==> src/rtl/opb_register_ppc2simulink.sv <==
// opb_register_ppc2simulink
// OPB slave exposing one DATA word from the PowerPC to a Simulink-side
// consumer, with a valid/ack handshake, a sticky overrun flag and a 16-bit
// write counter in the STATUS word.
// Optional feature: define PPC2SIMULINK_READBACK_EN to make DATA readable
// over OPB; without it a DATA read returns zero but is still acknowledged.
module opb_register_ppc2simulink #(
    parameter logic [31:0] C_BASEADDR   = 32'h0000_0000,
    parameter logic [31:0] C_HIGHADDR   = 32'h0000_00FF,
    parameter int          C_OPB_AWIDTH = 32,
    parameter int          C_OPB_DWIDTH = 32,
    parameter              C_FAMILY     = "virtex5"
) (
    input  logic        OPB_Clk,
    input  logic        OPB_Rst_n,
    input  logic [0:31] OPB_ABus,
    input  logic [0:3]  OPB_BE,
    input  logic [0:31] OPB_DBus,
    input  logic        OPB_RNW,
    input  logic        OPB_select,
    input  logic        OPB_seqAddr,
    output logic [0:31] Sl_DBus,
    output logic        Sl_xferAck,
    output logic        Sl_errAck,
    output logic        Sl_retry,
    output logic        Sl_toutSup,
    output logic [31:0] user_data_out,
    output logic        user_data_valid,
    input  logic        user_ack
);

    // Bus widths and family are fixed by the port list; kept for IP-XACT compatibility.
    localparam int unused_widths = C_OPB_AWIDTH + C_OPB_DWIDTH;
    localparam bit unused_family = (C_FAMILY == "virtex5");

    logic        unused_inputs;
    logic [31:0] addr_off;
    logic        in_range;
    logic        hit;

    logic        xfer_ack_reg;
    logic        busy_reg;
    logic        rnw_reg;
    logic [5:0]  offset_reg;
    logic [0:3]  be_reg;
    logic [31:0] wdata_reg;
    logic [31:0] sl_dbus_reg;

    logic [31:0] data_reg;
    logic        data_valid_reg;
    logic        overrun_reg;
    logic [15:0] wr_count_reg;

    logic [31:0] rdata;
    logic [31:0] be_mask;
    logic [31:0] data_next;
    logic        data_wr;
    logic        status_wr;

    assign unused_inputs = OPB_seqAddr;

    // Unsigned offset compare covers base <= addr <= high in one subtraction.
    assign addr_off = OPB_ABus - C_BASEADDR;
    assign in_range = (addr_off <= (C_HIGHADDR - C_BASEADDR));
    assign hit      = OPB_select && in_range && !busy_reg;

    // Writes commit at the end of the ack cycle using the values captured at the hit.
    assign data_wr   = xfer_ack_reg && !rnw_reg && (offset_reg == 6'd0);
    assign status_wr = xfer_ack_reg && !rnw_reg && (offset_reg == 6'd1);

    // Byte-lane mask: BE[0] qualifies the most significant byte.
    genvar gi;
    generate
        for (gi = 0; gi < 4; gi++) begin : g_be_mask
            assign be_mask[31-8*gi -: 8] = {8{be_reg[gi]}};
        end
    endgenerate

    assign data_next = (data_reg & ~be_mask) | (wdata_reg & be_mask);

    // Read mux, evaluated on the live address at the moment of the hit.
    always_comb begin
        rdata = '0;
        case (OPB_ABus[24:29])
`ifdef PPC2SIMULINK_READBACK_EN
            6'd0:    rdata = data_reg;
`else
            6'd0:    rdata = '0;
`endif
            6'd1:    rdata = {data_valid_reg, overrun_reg, 14'd0, wr_count_reg};
            default: rdata = '0;
        endcase
    end

    // Bus handshake: one ack per select pulse, transfer attributes captured at the hit.
    always_ff @(posedge OPB_Clk or negedge OPB_Rst_n) begin
        if (!OPB_Rst_n) begin
            xfer_ack_reg <= 1'b0;
            busy_reg     <= 1'b0;
            rnw_reg      <= 1'b0;
            offset_reg   <= '0;
            be_reg       <= '0;
            wdata_reg    <= '0;
            sl_dbus_reg  <= '0;
        end else begin
            xfer_ack_reg <= hit;
            sl_dbus_reg  <= (hit && OPB_RNW) ? rdata : '0;
            if (hit) begin
                busy_reg   <= 1'b1;
                rnw_reg    <= OPB_RNW;
                offset_reg <= OPB_ABus[24:29];
                be_reg     <= OPB_BE;
                wdata_reg  <= OPB_DBus;
            end else if (!OPB_select) begin
                busy_reg   <= 1'b0;
            end
        end
    end

    // User-side registers: data, valid handshake, sticky overrun, write counter.
    always_ff @(posedge OPB_Clk or negedge OPB_Rst_n) begin
        if (!OPB_Rst_n) begin
            data_reg       <= '0;
            data_valid_reg <= 1'b0;
            overrun_reg    <= 1'b0;
            wr_count_reg   <= '0;
        end else begin
            if (data_wr) begin
                data_reg       <= data_next;
                wr_count_reg   <= wr_count_reg + 16'd1;
                data_valid_reg <= 1'b1;
                if (data_valid_reg && !user_ack) begin
                    overrun_reg <= 1'b1;
                end
            end else if (user_ack) begin
                data_valid_reg <= 1'b0;
            end
            if (status_wr && be_reg[0] && wdata_reg[30]) begin
                overrun_reg <= 1'b0;
            end
        end
    end

    assign Sl_xferAck      = xfer_ack_reg;
    assign Sl_DBus         = sl_dbus_reg;
    assign Sl_errAck       = 1'b0;
    assign Sl_retry        = 1'b0;
    assign Sl_toutSup      = 1'b0;
    assign user_data_out   = data_reg;
    assign user_data_valid = data_valid_reg;

endmodule

==> config.mk <==
export PLATFORM = sky130hd
export DESIGN_NAME = opb_register_ppc2simulink
export DESIGN_NICKNAME = d
export VERILOG_FILES = /design/src/rtl/opb_register_ppc2simulink.sv
export SDC_FILE = /design/constraint.sdc
export NUM_CORES = 1
export LEC_CHECK = 0
export CORE_MARGIN = 3
export CORE_UTILIZATION = 49
export DETAILED_ROUTE_END_ITERATION = 12
export PLACE_DENSITY = 0.84
export SYNTH_ARGS = -nofsm -noshare
export SYNTH_HDL_FRONTEND = slang
export SYNTH_SLANG_ARGS = --single-unit
==> constraint.sdc <==
create_clock -name OPB_Clk -period 2.9 [get_ports OPB_Clk]
set_input_delay 0.58 -clock OPB_Clk [delete_from_list [all_inputs] [get_ports OPB_Clk]]
set_output_delay 0.58 -clock OPB_Clk [all_outputs]
set_load 0.05 [all_outputs]
==> impl_metrics.csv <==
group,metric,value,unit
drt,viasPerCell,5.14,
floorplanning,dieArea,0.0106,mm²
placement,place_inst,543,
layout,seqAreaFraction,43.5,%
floorplanning,ioPinCount,143,
placement,place_hpwl,6650,µm
critical_path,required,2.32,ns
power,peakVddDrop,381,µV
layout,fin_util,72.8,%
critical_path,worst_setup_path_end_kind,"output port",
layout,n_all_buffers,126,
drt,wl_met3,577,µm
synth,ys_chip_area,0.00459,mm²
clock_tree,clk_latency,0.50,ns
power,power,0.00388,W
floorplanning,fp-row-count,34,
global_routing,grt_overflow,0,
critical_path,path_depth,1,
layout,nNetsFinal,529,
synth,synth_flop_count,113,
sta,slew_violations,0,
power,p_comb_share,5.0,%
layout,final_cells,575,
clock_tree,post_cts_buffers,0,
global_routing,met1_usage,20.7,%
synth,yosys_warnings,0,
status,outcome,"complete, no violations",
layout,mostFrequentLayoutCell,"clkdlybuf4s50_1",
layout,numSequentialCells,113,
synth,edf_count,0,
clock_tree,numCtsBuffers,17,
hold_path,hold_path.class,"input port to async pin",
clock_tree,clockBufferDepth,2,
power,p_sw_share,20.0,%
synth,netlist.area_leader.share,61.5,%
floorplanning,die_w,103,µm
global_routing,top_usage_layer,"met2",
clock_tree,cts.repair.resized,0,
sta,tightest_slew,0.666,ns
layout,comb_area,0.00164,mm²
floorplanning,initial_core_util,51.4,%
synth,ys_top_logic_family,"multiplexers",
power,switchingPower,0.000775,W
flow_run,drv_cap,0,
power,p_clk_share,54.3,%
sta,setup_viol,0,
synth,synth-xor-area-share,2.86,%
placement,placed_cell_area,0.00589,mm²
layout,comb_share,25.3,%
global_routing,first_global_vias,3229,
layout,top_area_cell_class,"flip-flops and latches",
clock_tree,htree_levels,4,
synth,synth_cells,316,
sta,setup_tns,0,ns
synth,async_flop_share,100,%
synth,synth_area,0.00459,mm²
synth,top_area_cell,"dfrtp_1",
critical_path,r2r-start,"offset_reg[3]$_DFFE_PN0P_",
clock_tree,clk_pin_slew,0.06,ns
sta,relSlewSlack,55.6,%
power,p_per_area,596,mW/mm²
clock_tree,holdBufCountCts,0,
critical_path,cp-startpoint,"user_data_valid$_DFFE_PN0P_",
drt,highest_layer,"met4",
layout,num-multi-input-gates,193,
power,powerClk,0.00210,W
synth,muxShareOfSynthArea,18.4,%
critical_path,crit_buf_inv,1,
critical_path,crit_end,"user_data_valid",
sta,fin_ws,0.582,ns
power,power-top-group,"the clock network",
layout,n_all_inverters,3,
clock_tree,cts_root_buf,"clkbuf_8",
synth,ys_seq_share,61.5,%
synth,topCellsByArea,"dfrtp_1 (62%), mux2_1 (18%), buf_4 (3.6%), and2_1 (2.6%), xor2_1 (1.5%)",
critical_path,crit_type,"flip-flop to output port",
layout,final-clk-cell-share,9.39,%
critical_path,cp-start-kind,"flip-flop",
synth,compound_area_share,0.654,%
layout,buf_share,19.6,%
drt,drc,0,
drt,wl_met2,5030,µm
critical_path,timing.critical_path.cells,"clkdlybuf4s50_1",
layout,fin_area,0.00650,mm²
synth,synth-simple-area-share,12.1,%
critical_path,r2r_setup_slack,0.79,ns
power,leakagePower,3.25,nW
placement,place_ws,0.340,ns
synth,avgSynthCellArea,14.5,µm²
floorplanning,core_area,0.00893,mm²
layout,seq_area,0.00283,mm²
synth,synth_top_flop_cell,"dfrtp_1",
clock_tree,cts_tree,"yes",
power,seq_power_share,40.7,%
sta,finalCritPeriodShare,79.9,%
clock_tree,cts_sinks,113,
synth,synthTopCellsByCount,"dfrtp_1 (113), mux2_1 (75), buf_4 (22)",
global_routing,grt_antenna_before_repair,0,
layout,diodes,0,
placement,portBuffers,122,
flow_run,log.warning_count,29,
power,seq_power,0.00158,W
layout,fillers,595,
drt,m1WireLength,3540,µm
global_routing,grt_pass1_wl,15300,µm
floorplanning,tap_cells,108,
floorplanning,dieHeight,103,µm
synth,ys_cells,316,
drt,dr.pass1.iters,4,
critical_path,critPathTopFamily,"buffers and inverters",
drt,drt_iter0_markers,67,
sta,period_minus_slack,2.32,ns
synth,yosysUniqueCellTypes,33,
drt,ant_nets,0,
critical_path,critPathArrivalTime,1.74,ns
power,cell_internal_pwr,0.00310,W
critical_path,slowest_stage,"clkdlybuf4s50_1",
critical_path,path_max_fanout,4,
power,p_comb,0.000195,W
sta,fmax,0.431,GHz
sta,rsz0062_at_grt,"no",
sta,clock_skew,0.00703,ns
layout,layout-drive-gt1-share,10.1,%
sta,hold_violations,0,
critical_path,critPathMaxStageDelay,0.83,ns
critical_path,r2r.worst_path.cells,4,
synth,most_common_cell,"dfrtp_1",
layout,final_cell_mix,"clkdlybuf4s50_1 (121), dfrtp_1 (113), mux2_1 (75), and2_1 (19), conb_1 (17)",
Fig. 1: the metal 2 layer
Drawn at 4 px/µm.
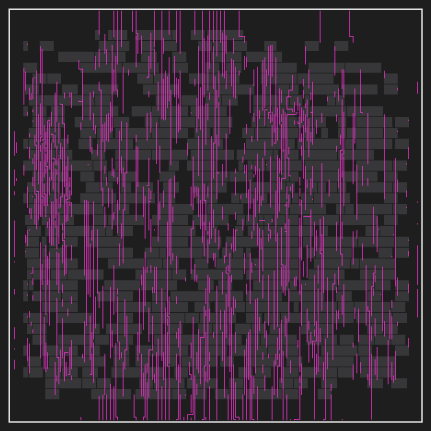
nets with wire on the layer: 479
main direction: vertical
share of all routed wire: 54%
longest straight run: 57.9 µm
Routed Wire Length: 9330 µm
Via Count: 2954
grt met2 use: 34.7%

Fig. 2: metal 3
Drawn at 4 px/µm.
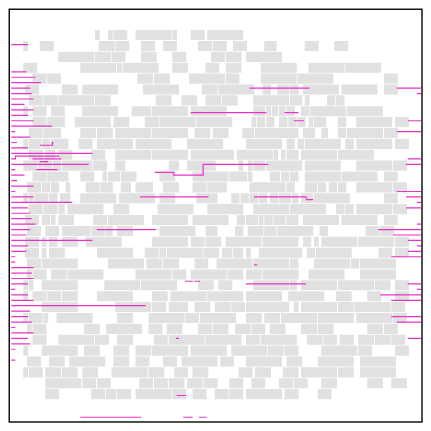
share of all routed wire: 6.2%
main direction: horizontal
nets with wire on the layer: 89
wire length on this layer: 578 µm
met3 usage: 6.29%

Fig. 3: routed metal per tile
Drawn at 4 px/µm. 21 x 21 tiles, from dark blue (low) to red (high), scaled to the fullest tile. Values are wire area over tile area, all layers added.
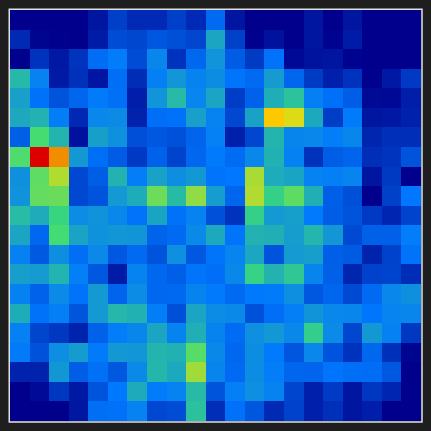
emptiest ninth of the die: upper right
fullest tile: 0.62
tiles over half the peak: 4.1%
densest ninth of the die: middle left
nearly empty tiles: 8.8%
mean over tiles: 0.14
total track usage: 19.4%
Routed WL per cell: 16.2 µm

Power figures rest on the tool's default switching activity, not on a simulated workload.
